===== config.mk =====
export PLATFORM = sky130hd
export DESIGN_NAME = flit_fifo
export DESIGN_NICKNAME = d
export VERILOG_FILES = /design/src/rtl/noc_pkg.sv /design/src/rtl/flit_fifo.sv
export SDC_FILE = /design/constraint.sdc
export NUM_CORES = 1
export LEC_CHECK = 0
export CAP_MARGIN = 20
export CORE_MARGIN = 2
export CORE_UTILIZATION = 30
export CTS_CLUSTER_DIAMETER = 60
export DETAILED_ROUTE_END_ITERATION = 6
export PLACE_DENSITY = 0.46
export SLEW_MARGIN = 20
export SYNTH_ARGS = -nofsm -noshare
export SYNTH_HDL_FRONTEND = slang
export SYNTH_SLANG_ARGS = --single-unit

===== constraint.sdc =====
create_clock -name clk -period 27.7 [get_ports clk]
set_input_delay 8.31 -clock clk [delete_from_list [all_inputs] [get_ports clk]]
set_output_delay 8.31 -clock clk [all_outputs]
set_load 0.01 [all_outputs]

===== src/rtl/noc_pkg.sv =====
`default_nettype none
// ============================================================================
//  Module      : noc_pkg
//  Description : Shared NoC constants used by router-side buffering blocks.
//                FLIT_WIDTH         - flit width in bits
//                DEFAULT_FIFO_DEPTH - default input-port FIFO depth (entries)
//  Revision    : 1.0 - initial release
// ============================================================================
package noc_pkg;

    localparam int FLIT_WIDTH         = 64;
    localparam int DEFAULT_FIFO_DEPTH = 4;

endpackage : noc_pkg
`default_nettype wire


===== src/rtl/flit_fifo.sv =====
`default_nettype none
// ============================================================================
//  Module      : flit_fifo
//  Description : Synchronous first-word-fall-through flit FIFO for router
//                input ports. Drop-in replacement for the single-entry buffer.
//
//  Parameters  : WIDTH     - flit width in bits
//                DEPTH     - entry count (power of two, >= 2)
//                AF_THRESH - count at/above which almost_full asserts
//
//  Ports       : clk         - clock, all state on rising edge
//                reset       - asynchronous active-high reset
//                read_req    - pop head entry (ignored when empty)
//                write_req   - push data_in (ignored when full)
//                data_in     - flit to store
//                data_out    - head entry, combinational (stale when empty)
//                full/empty  - count == DEPTH / count == 0
//                almost_full - count >= AF_THRESH
//                count       - occupied entries
//                overflow    - one-cycle pulse after a rejected write
//                underflow   - one-cycle pulse after a rejected read
//
//  Revision    : 1.0 - initial release
// ============================================================================
module flit_fifo
    import noc_pkg::*;
#(
    parameter int WIDTH     = FLIT_WIDTH,
    parameter int DEPTH     = DEFAULT_FIFO_DEPTH,
    parameter int AF_THRESH = DEPTH - 1
) (
    input  logic                         clk,
    input  logic                         reset,
    input  logic                         read_req,
    input  logic                         write_req,
    input  logic [WIDTH-1:0]             data_in,
    output logic [WIDTH-1:0]             data_out,
    output logic                         full,
    output logic                         empty,
    output logic                         almost_full,
    output logic [$clog2(DEPTH+1)-1:0]   count,
    output logic                         overflow,
    output logic                         underflow
);

    localparam int c_ptr_w = $clog2(DEPTH);
    localparam int c_cnt_w = $clog2(DEPTH + 1);

    localparam logic [c_cnt_w-1:0] c_full_cnt = c_cnt_w'(DEPTH);
    localparam logic [c_cnt_w-1:0] c_af_cnt   = c_cnt_w'(AF_THRESH);
    localparam logic [c_ptr_w-1:0] c_ptr_one  = c_ptr_w'(1);
    localparam logic [c_cnt_w-1:0] c_cnt_one  = c_cnt_w'(1);

    logic [WIDTH-1:0]   r_mem [DEPTH];
    logic [c_ptr_w-1:0] r_rd_ptr;
    logic [c_ptr_w-1:0] r_wr_ptr;
    logic [c_cnt_w-1:0] r_count;
    logic               r_overflow;
    logic               r_underflow;

    logic               w_full;
    logic               w_empty;
    logic               w_rd_en;
    logic               w_wr_en;
    logic [c_ptr_w-1:0] w_rd_prev;

    // Status flags come from the registered count alone.
    assign w_full      = (r_count == c_full_cnt);
    assign w_empty     = (r_count == '0);
    assign w_rd_en     = read_req  & ~w_empty;
    assign w_wr_en     = write_req & ~w_full;

    // While empty, rd_ptr already points past the last popped slot, so look
    // one slot back to keep presenting the flit that was just consumed.
    // DEPTH is a power of two, so the subtraction wraps naturally.
    assign w_rd_prev   = r_rd_ptr - c_ptr_one;

    assign data_out    = w_empty ? r_mem[w_rd_prev] : r_mem[r_rd_ptr];
    assign full        = w_full;
    assign empty       = w_empty;
    assign almost_full = (r_count >= c_af_cnt);
    assign count       = r_count;
    assign overflow    = r_overflow;
    assign underflow   = r_underflow;

    // Storage entries, each cleared by reset so data_out reads 0 afterwards.
    for (genvar i = 0; i < DEPTH; i++) begin : g_entry
        always_ff @(posedge clk or posedge reset) begin
            if (reset) begin
                r_mem[i] <= '0;
            end else if (w_wr_en && (r_wr_ptr == c_ptr_w'(i))) begin
                r_mem[i] <= data_in;
            end
        end
    end

    // Pointers, occupancy and error pulses. Pointer width equals log2(DEPTH),
    // so the increment wraps DEPTH-1 -> 0 without extra logic.
    always_ff @(posedge clk or posedge reset) begin
        if (reset) begin
            r_rd_ptr    <= '0;
            r_wr_ptr    <= '0;
            r_count     <= '0;
            r_overflow  <= 1'b0;
            r_underflow <= 1'b0;
        end else begin
            if (w_rd_en) begin
                r_rd_ptr <= r_rd_ptr + c_ptr_one;
            end
            if (w_wr_en) begin
                r_wr_ptr <= r_wr_ptr + c_ptr_one;
            end
            case ({w_wr_en, w_rd_en})
                2'b10:   r_count <= r_count + c_cnt_one;
                2'b01:   r_count <= r_count - c_cnt_one;
                default: r_count <= r_count;
            endcase
            r_overflow  <= write_req & w_full;
            r_underflow <= read_req  & w_empty;
        end
    end

endmodule : flit_fifo
`default_nettype wire


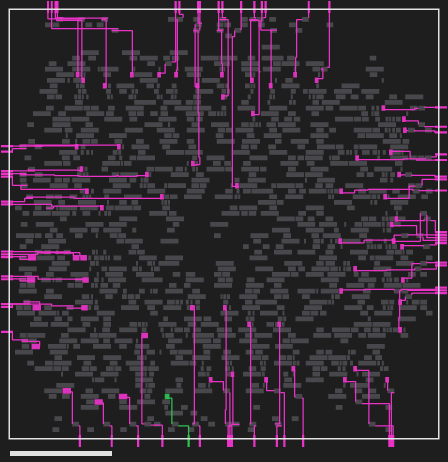
Figure 1: run 1, I/O nets highlighted.
Scale bar: 50 microns.
[magenta] data_out | direction: output | edge: 18 right, 16 top, 15 bottom, 15 left | end cells: 64 | buffers: 64 | wire: 2550 microns
[green] full | direction: output | edge: bottom | end cells: 1 | buffers: 1 | wire: 24.6 microns

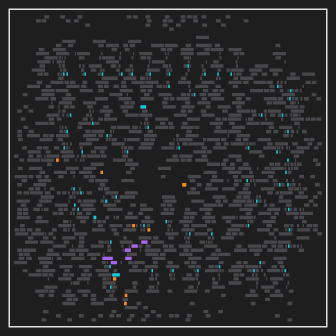
Figure 2: run 1, gate families picked out.
[purple] fa/ha/maj cells | cells: 6
[cyan] nor cells | cells: 64 | where: all over the die
[orange] and/or cells | cells: 8

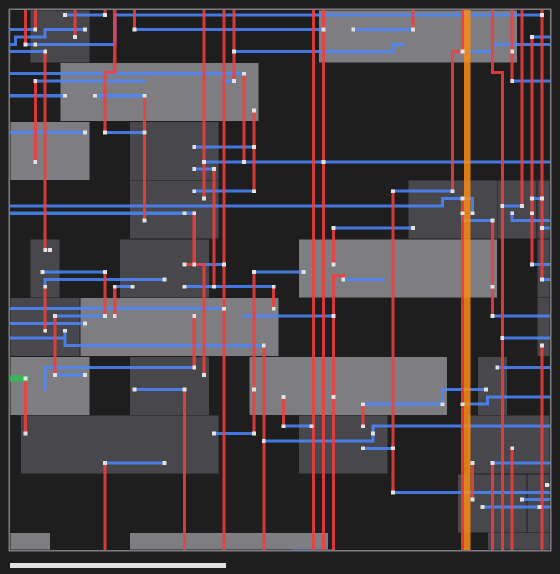
Figure 3: run 1, a small window of the routed layout.
Scale bar: 10 microns. Window x 40 to 65, y 40 to 65 microns. Cells in grey, sequential cells in the stronger grey; small squares are vias.
[green] M3
[red] M2
[blue] M1
[orange] M4
sequential cells in the window: 5
cells with their middle in the window: 20
most frequent: mux2_2 (5), dfrtp_1 (5), inv_1 (3)
netlist names of flops here include: r_mem (5)

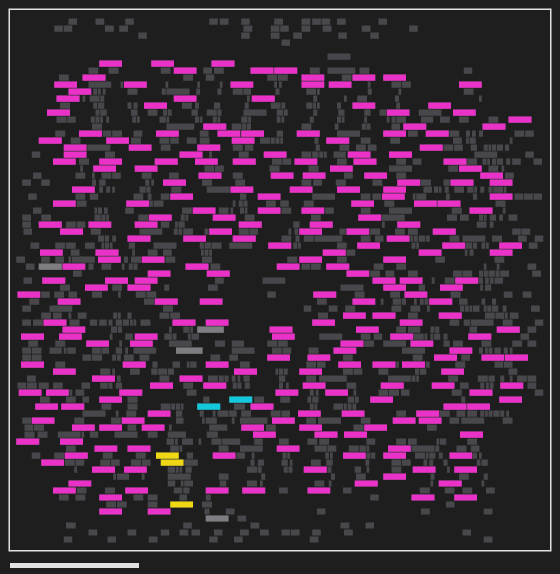
Figure 4: run 1, register map, names as in the netlist.
Scale bar: 50 microns.
[magenta] r_mem | placed flops: 256 | where: all over the die
[yellow] count | placed flops: 3
[cyan] r_wr_ptr | placed flops: 2
not coloured: 4

==> results_slide.txt, run 1 <==
Flow Results at a Glance

Layout
  – Area growth from synthesis to layout: 24.3%
  – Top cells excl fill/tap: dfrtp_1, mux2_2, clkdlybuf4s50_1
  – Non-Filler Instances: ~1700

Job
  – Max-Cap Viols: 0
  – OpenROAD warnings: 31

Final timing
  – Setup tns final: 0 ns
  – Setup-failing EPs final: 0
  – Hold Violations, Final: 0

Worst setup path
  – Crit end category: output port
  – CP Data Required Time: 19.39 ns
  – Worst path top cell family by delay: buffers and inverters

Route
  – Initial DRC Count: 377
  – Final ANT Viol Nets: 0

Status
  – Status: completed

Yosys
  – Synth cell types: 35
  – Mux cell area share: 0.278
  – Syn nets: 1142
  – Adder share: 0.00649
  – Synth warn: 0

Clocking
  – Max Root-Sink Buffers: 3
  – Resized cells post-CTS: 0
  – Clock sinks: 265

Placement
  – DP HPWL: 19800 microns
  – Port buffer count: around 140

Power and ir drop
  – Combinational power share: 0.474
  – Clock share of power: 0.214
  – Switching Fraction: 0.360
  – Internal power: 1.44 mW

Die
  – Core area: 0.0419 sq mm
  – Io pins: roughly 140

Global routing
  – Largest net degree at the start of global routing: 108
  – First-pass GRT wire length: 55000 microns
  – Total global routing overflow: 0
-- run 1: sequential cells by signal, indices dropped and copies added, names as in the netlist --
signal     cells
r_mem        256
count          3
r_rd_ptr       2
r_wr_ptr       2
overflow       1
underflow      1
-- run 1: metrics by stage --
| step | utilization | cell area (sq um) | power (mW) | setup WS [ns] |
|---|---|---|---|---|
| after floorplan | - | 12700 | 1.37 | 12.09 |
| after global placement | 0.348 | 14600 | 1.79 | 15.81 |
| after detailed placement | 0.348 | 14600 | 1.80 | 15.73 |
| after CTS | 0.377 | 15800 | 2.30 | 15.16 |
| after global routing | 0.378 | 15800 | 2.43 | 15.00 |
| final | 0.378 | 15800 | 2.26 | 15.26 |
-- run 1: area by class of cell --
class | instances | area, sq um
well taps | 539 | 674
fillers | 4102 | 26000
inverters | 14 | 60.1
multi-input cells | 712 | 5720
repair buffers | 150 | 1470
clock inverters | 11 | 196
clock buffers | 51 | 1050
flip-flops and latches | 265 | 6640
-- run 1: metal layers --
metal | up-vias | wire length (microns) | part of all wire | GRT usage
met1 | 4496 | 16400 | 0.47 | 0.218
met5 | - | 0 | 0 | 0
met2 | 165 | 16200 | 0.47 | 0.263
met4 | 0 | 647 | 0.019 | 0.0413
met3 | 43 | 1390 | 0.040 | 0.0287
li1 | 4076 | - | - | -
-- run 1: worst paths after layout --
path                             from            to  slack, ns  depth (start not counted)
max                          count[0]  data_out[12]      15.26                          7
min                        r_mem[156]    r_mem[156]       0.50                          1
max reg2reg                  count[2]      count[2]      24.86                          9
min reg2reg                r_mem[156]    r_mem[156]       0.50                          1
max in group asynchronous       reset   r_rd_ptr[0]      17.99                          3
min in group asynchronous       reset    r_mem[180]       8.25                          2
-- run 1: cells in the mapped netlist --
| master | instances | area share |
|---|---|---|
| mux2i_1 | 60 | 0.047 |
| dfrtp_1 | 265 | 0.52 |
| nor2_2 | 1 | 0.00049 |
| nand2_1 | 64 | 0.019 |
| nor2b_1 | 1 | 0.00049 |
| a21oi_1 | 57 | 0.022 |
| xor2_1 | 2 | 0.0014 |
| buf_1 | 1 | 0.00029 |
| nor4b_2 | 1 | 0.0012 |
| fa_1 | 1 | 0.0016 |
| inv_1 | 13 | 0.0038 |
| buf_2 | 44 | 0.017 |
| xnor2_1 | 5 | 0.0034 |
| o21ai_0 | 93 | 0.037 |
| a22oi_1 | 1 | 0.00059 |
| and2_1 | 3 | 0.0015 |
| inv_2 | 1 | 0.00029 |
| a21o_1 | 1 | 0.00059 |
| nor2_1 | 60 | 0.018 |
| nor3_1 | 1 | 0.00039 |
| mux2_2 | 238 | 0.21 |
| a22o_1 | 1 | 0.00069 |
| buf_6 | 3 | 0.0027 |
| o21ai_1 | 18 | 0.0071 |
| and2_4 | 1 | 0.00069 |
| or3_1 | 1 | 0.00049 |
| clkbuf_1 | 29 | 0.0086 |
| o22a_1 | 5 | 0.0034 |
| mux2_1 | 23 | 0.020 |
| ha_1 | 5 | 0.0049 |
| and3_1 | 3 | 0.0015 |
| a21oi_2 | 1 | 0.00069 |
| a21boi_2 | 1 | 0.00089 |
| o221a_2 | 7 | 0.0062 |
| a211oi_1 | 57 | 0.034 |
==> run 1 -> run 2 <==
Settings changed: PLACE_DENSITY 0.46 to 0.48.
Clock period 27.7 ns to 11.2 ns, I/O delays scaled along.
==> run 2 against run 1 <==
  * Clock power grew 98%
  * Power up 140%
  * Largest power group unchanged
  * Synthesized cell count unchanged
  * Largest cell class unchanged
==> results_slide.txt, run 2 <==
Flow Results at a Glance

Status
  – Status: completed

Yosys
  – Most numerous cell in the Yosys netlist: dfrtp_1
  – Flip-flops with a built-in enable: 0
  – Synth warn: 0
  – Syn nets: 1142
  – Mux cell area share: 0.278
  – Most common library cells after synthesis: dfrtp_1, mux2_2, o21ai_0
  – Most area-hungry cell type in the Yosys netlist: dfrtp_1
  – Async SR Flop Fraction: 1.00
  – Adder share: 0.00649
  – Area leader share: 0.521

Route
  – Initial DRC Count: 331
  – Final ANT Viol Nets: 0

Job
  – OpenROAD warnings: 29
  – Max-Cap Viols: 0

Power and ir drop
  – Overall Power: 5.36 mW

Die
  – Core area: 0.0419 sq mm

Placement
  – Placed cell area: 0.0146 sq mm
  – DP HPWL: 20100 microns
  – Setup Slack @ Placement: 3.99 ns

Layout
  – Filler cells: 4128
  – Reg with most FFs: r_mem
  – Top cells excl fill/tap: dfrtp_1, mux2_2, clkdlybuf4s50_1
  – Final core utilization: 0.371
  – Post-route cell area: 0.0155 sq mm
  – Non-Filler Instances: roughly 1700
  – Max FFs per register: 256
  – Area growth from synthesis to layout: 22.0%
  – Sequential cell area: 0.00664 sq mm

Clocking
  – Resized cells post-CTS: 0
  – Max Root-Sink Buffers: 3

Global routing
  – Total global routing overflow: 0
  – Largest net degree at the start of global routing: 94
  – First-pass GRT wire length: 54500 microns

Final timing
  – Hold Violations, Final: 0
  – Setup-failing EPs final: 0

Worst setup path
  – CP Data Required Time: slightly below 8 ns
==> run 2: cell counts after synthesis <==
Identical to the previous run, type by type.
==> run 2: worst paths after layout <==
kind	end	cells after the start	slack (ns)	from
worst min-delay path	r_mem[60]	1	0.50	r_mem[60]
max in group asynchronous	r_mem[177]	4	6.00	reset
worst min register to register	r_mem[60]	1	0.50	r_mem[60]
min in group asynchronous	r_mem[53]	2	3.30	reset
worst max-delay path	data_out[41]	7	3.43	count[1]
worst max register to register	count[2]	9	8.08	count[2]
==> run 2: kinds of logic after synthesis <==
| logic type | Yosys count |
|---|---|
| flip-flops | 265 |
| XOR/XNOR | 7 |
| buffers and inverters | 91 |
| adder cells (fa/ha/maj) | 6 |
| AND-OR/OR-AND | 242 |
| multiplexers | 321 |
| AND/OR/NAND/NOR | 136 |
==> run 2: worst max-delay path, delay by kind of cell (launching register included) <==
family,cells,cell delay (ns)
buffers and inverters,3,1.64
and+or+nand+nor,2,1.11
AOI/OAI and AO/OA,2,0.63
DFF,1,0.43
==> run 2: per-layer routing <==
metal | track usage | routed length (microns) | vias to the layer above
li1 | - | - | 4062
met1 | 0.219 | 16300 | 4492
met2 | 0.259 | 16100 | 150
met3 | 0.0292 | 1430 | 42
met4 | 0.0313 | 614 | 4
met5 | 0 | 24 | -
==> run 2: power by group <==
part | internal [mW] | total [mW] | switching [mW]
combinational | 1.35 | 2.63 | 1.28
sequential | 1.45 | 1.77 | 0.321
clock | 0.559 | 0.954 | 0.395
==> run 2: cell type report <==
cell class,instances,share of cell area
diodes,1,0.000161
clock buffers,49,0.0569
clock inverters,6,0.00419
inverters,14,0.00387
multi-input cells,712,0.368
flip-flops and latches,265,0.428
well taps,539,0.0435
repair buffers,151,0.0954
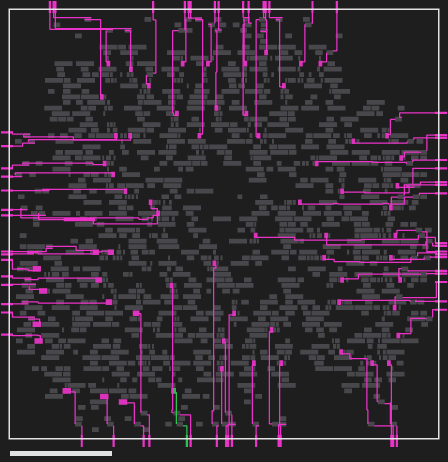
Figure 5: run 2, I/O nets highlighted.
Scale bar: 50 microns.
[magenta] data_out | direction: output | edge: 18 right, 16 top, 15 bottom, 15 left | end cells: 64 | buffers: 64 | wire: 2950 microns
[green] full | direction: output | edge: bottom | end cells: 1 | buffers: 1 | wire: 23.2 microns

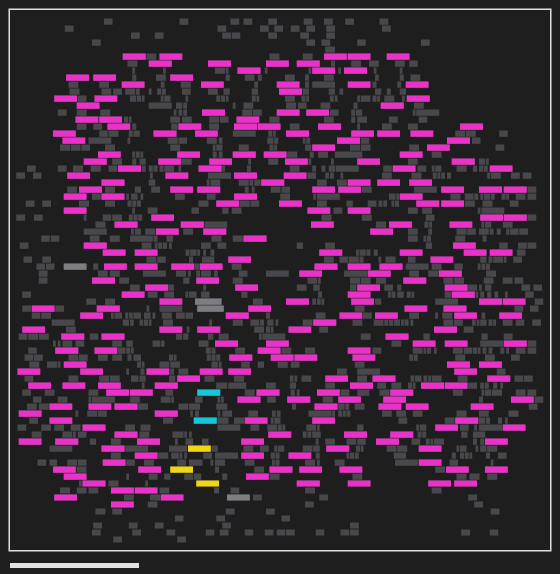
Figure 6: run 2, register map, names as in the netlist.
Scale bar: 50 microns.
[magenta] r_mem | placed flops: 256 | where: all over the die
[yellow] count | placed flops: 3
[cyan] r_wr_ptr | placed flops: 2

==> run 2 -> run 3 <==
Clock period 11.2 ns to 6.46 ns, I/O delays scaled along.
==> run 3 against run 2 <==
  * First-iteration DRC count is 2.1% lower
  * Sequential power is 73% higher
  * Power is 79% higher
  * Clock-buffer cell count is 2 higher
  * Global-route usage is 0.057 points higher
  * Final area is 1.7% higher
  * Critical endpoint is now data_out[54]
  * Largest power group unchanged
  * Highest routed layer is now met4
==> results_slide.txt, run 3 <==
Flow Results at a Glance

Placement
  – Placed cell area: roughly 0.015 sq mm
  – DP HPWL: 19700 microns
  – Port buffer count: ~140

Yosys
  – Async SR Flop Fraction: 1.00
  – Synth warn: 0
  – Most common library cells after synthesis: dfrtp_1, mux2_2, o21ai_0
  – Most numerous cell in the Yosys netlist: dfrtp_1
  – Area leader share: 0.521
  – Mux cell area share: 0.278
  – Syn nets: 1142
  – Synth Flop Type: dfrtp_1
  – Post-synth area hogs: dfrtp_1, mux2_2, mux2i_1, o21ai_0, a211oi_1
  – Synth cell types: 35
  – Most area-hungry cell type in the Yosys netlist: dfrtp_1

Die
  – Io pins: around 140
  – Core area: about 0.042 sq mm

Worst setup path
  – Reg2Reg Depth: 9
  – Reg2reg setup slack: 3.33 ns
  – Reg-to-Reg End: count[2]
  – Crit end category: output port
  – Worst reg2reg startpoint: count[2]

Min path
  – Worst hold endpoint: r_mem[156]
  – Hold path start: r_mem[156]
  – Hold Path Stages: 1

Global routing
  – First-pass GRT wire length: 54300 microns
  – Largest net degree at the start of global routing: 159
  – Total global routing overflow: 0

Job
  – Max-Cap Viols: 0

Clocking
  – Clock sinks: 265
  – Max Root-Sink Buffers: 3
  – Resized cells post-CTS: 0

Layout
  – Max FFs per register: 256
  – Non-Filler Instances: 1742
  – N_diodes: 0
  – Final core utilization: 0.377
  – Area growth from synthesis to layout: 24.1%
  – Filler cells: 4124
  – Reg with most FFs: r_mem
  – MI comb area: 0.00572 sq mm
  – Post-route cell area: 0.0158 sq mm

Final timing
  – Setup tns final: 0 ns
  – Setup-failing EPs final: 0
  – Hold Violations, Final: 0

Route
  – Initial DRC Count: between 300 and 400
  – Final ANT Viol Nets: 0

Status
  – Status: completed
-- run 3: routing by layer --
metal,track usage,part of all wire,vias to the layer above
li1,-,-,4070
met1,0.214,0.46,4504
met2,0.263,0.48,146
met3,0.0280,0.037,37
met4,0.0401,0.017,0
met5,0,0,-
-- run 3: power breakdown --
group | internal (mW) | switching (mW)
clock network | 1.18 | 0.734
registers | 2.52 | 0.543
logic | 2.38 | 2.22
-- run 3: area by class of cell --
type	instances	share of cell area
clock inverters	10	0.00682
inverters	14	0.00357
repair buffers	151	0.0986
well taps	539	0.0427
flip-flops and latches	265	0.421
clock buffers	51	0.0652
multi-input cells	712	0.363
-- run 3: logic make-up after synthesis --
family	after synthesis
and+or+nand+nor	136
xor gates and xnor gates	7
AOI/OAI and AO/OA	242
buffers and inverters	91
muxes	321
DFF	265
adders and majority gates	6
-- run 3: worst max-delay path by stage --
stage,from,endpoint,slack (ns),cells after the start
finish,count[0],data_out[54],0.63,5
global route,count[0],data_out[54],0.42,5
CTS,count[0],data_out[54],0.55,5
detailed placement,count[2],data_out[28],1.09,7
global placement,count[2],data_out[25],1.16,7
floorplan,reset,count[0],1.02,1
-- run 3: critical path, stage by stage (launching register included) --
cell and delay, ns:
dfrtp_1 0.45, or3_2 0.82, and2_4 0.54, a21oi_2 0.71, o221a_2 0.31, clkdlybuf4s50_1 0.53
-- run 3: metrics by stage --
stage                     setup slack (ns)  hold slack (ns)
final                                0.633            0.493
after global routing                 0.418            0.509
after CTS                            0.548            0.498
after detailed placement              1.09            0.484
after global placement                1.16            0.475
after floorplan                       1.02            0.464
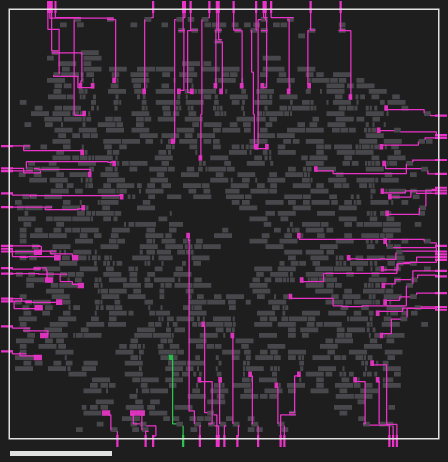
Figure 7: run 3, I/O nets highlighted.
Scale bar: 50 microns.
[green] full | direction: output | edge: bottom | end cells: 1 | buffers: 1 | wire: 39.1 microns
[magenta] data_out | direction: output | edge: 18 right, 18 top, 14 bottom, 14 left | end cells: 64 | buffers: 64 | wire: 2690 microns

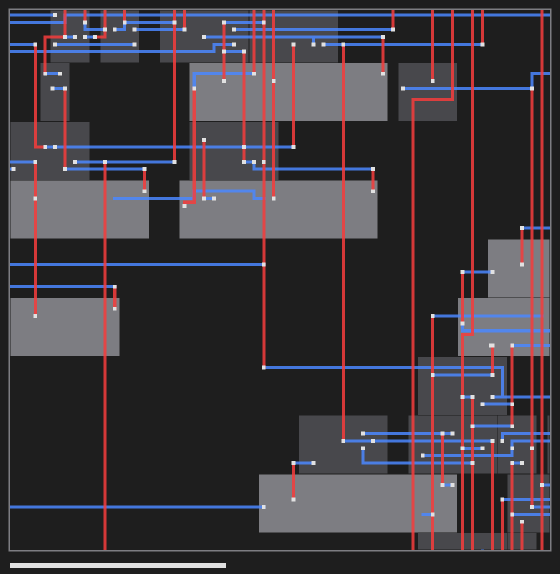
Figure 8: run 3, a small window of the routed layout.
Scale bar: 10 microns. Window x 40 to 65, y 40 to 65 microns. Cells in grey, sequential cells in the stronger grey; small squares are vias.
[blue] M1
[red] M2
most frequent: mux2_2 (7), dfrtp_1 (5), o21ai_0 (2)
cells with their middle in the window: 18
netlist names of flops here include: r_mem (5)
sequential cells in the window: 5

Power figures rest on the tool's default switching activity, not on a simulated workload.
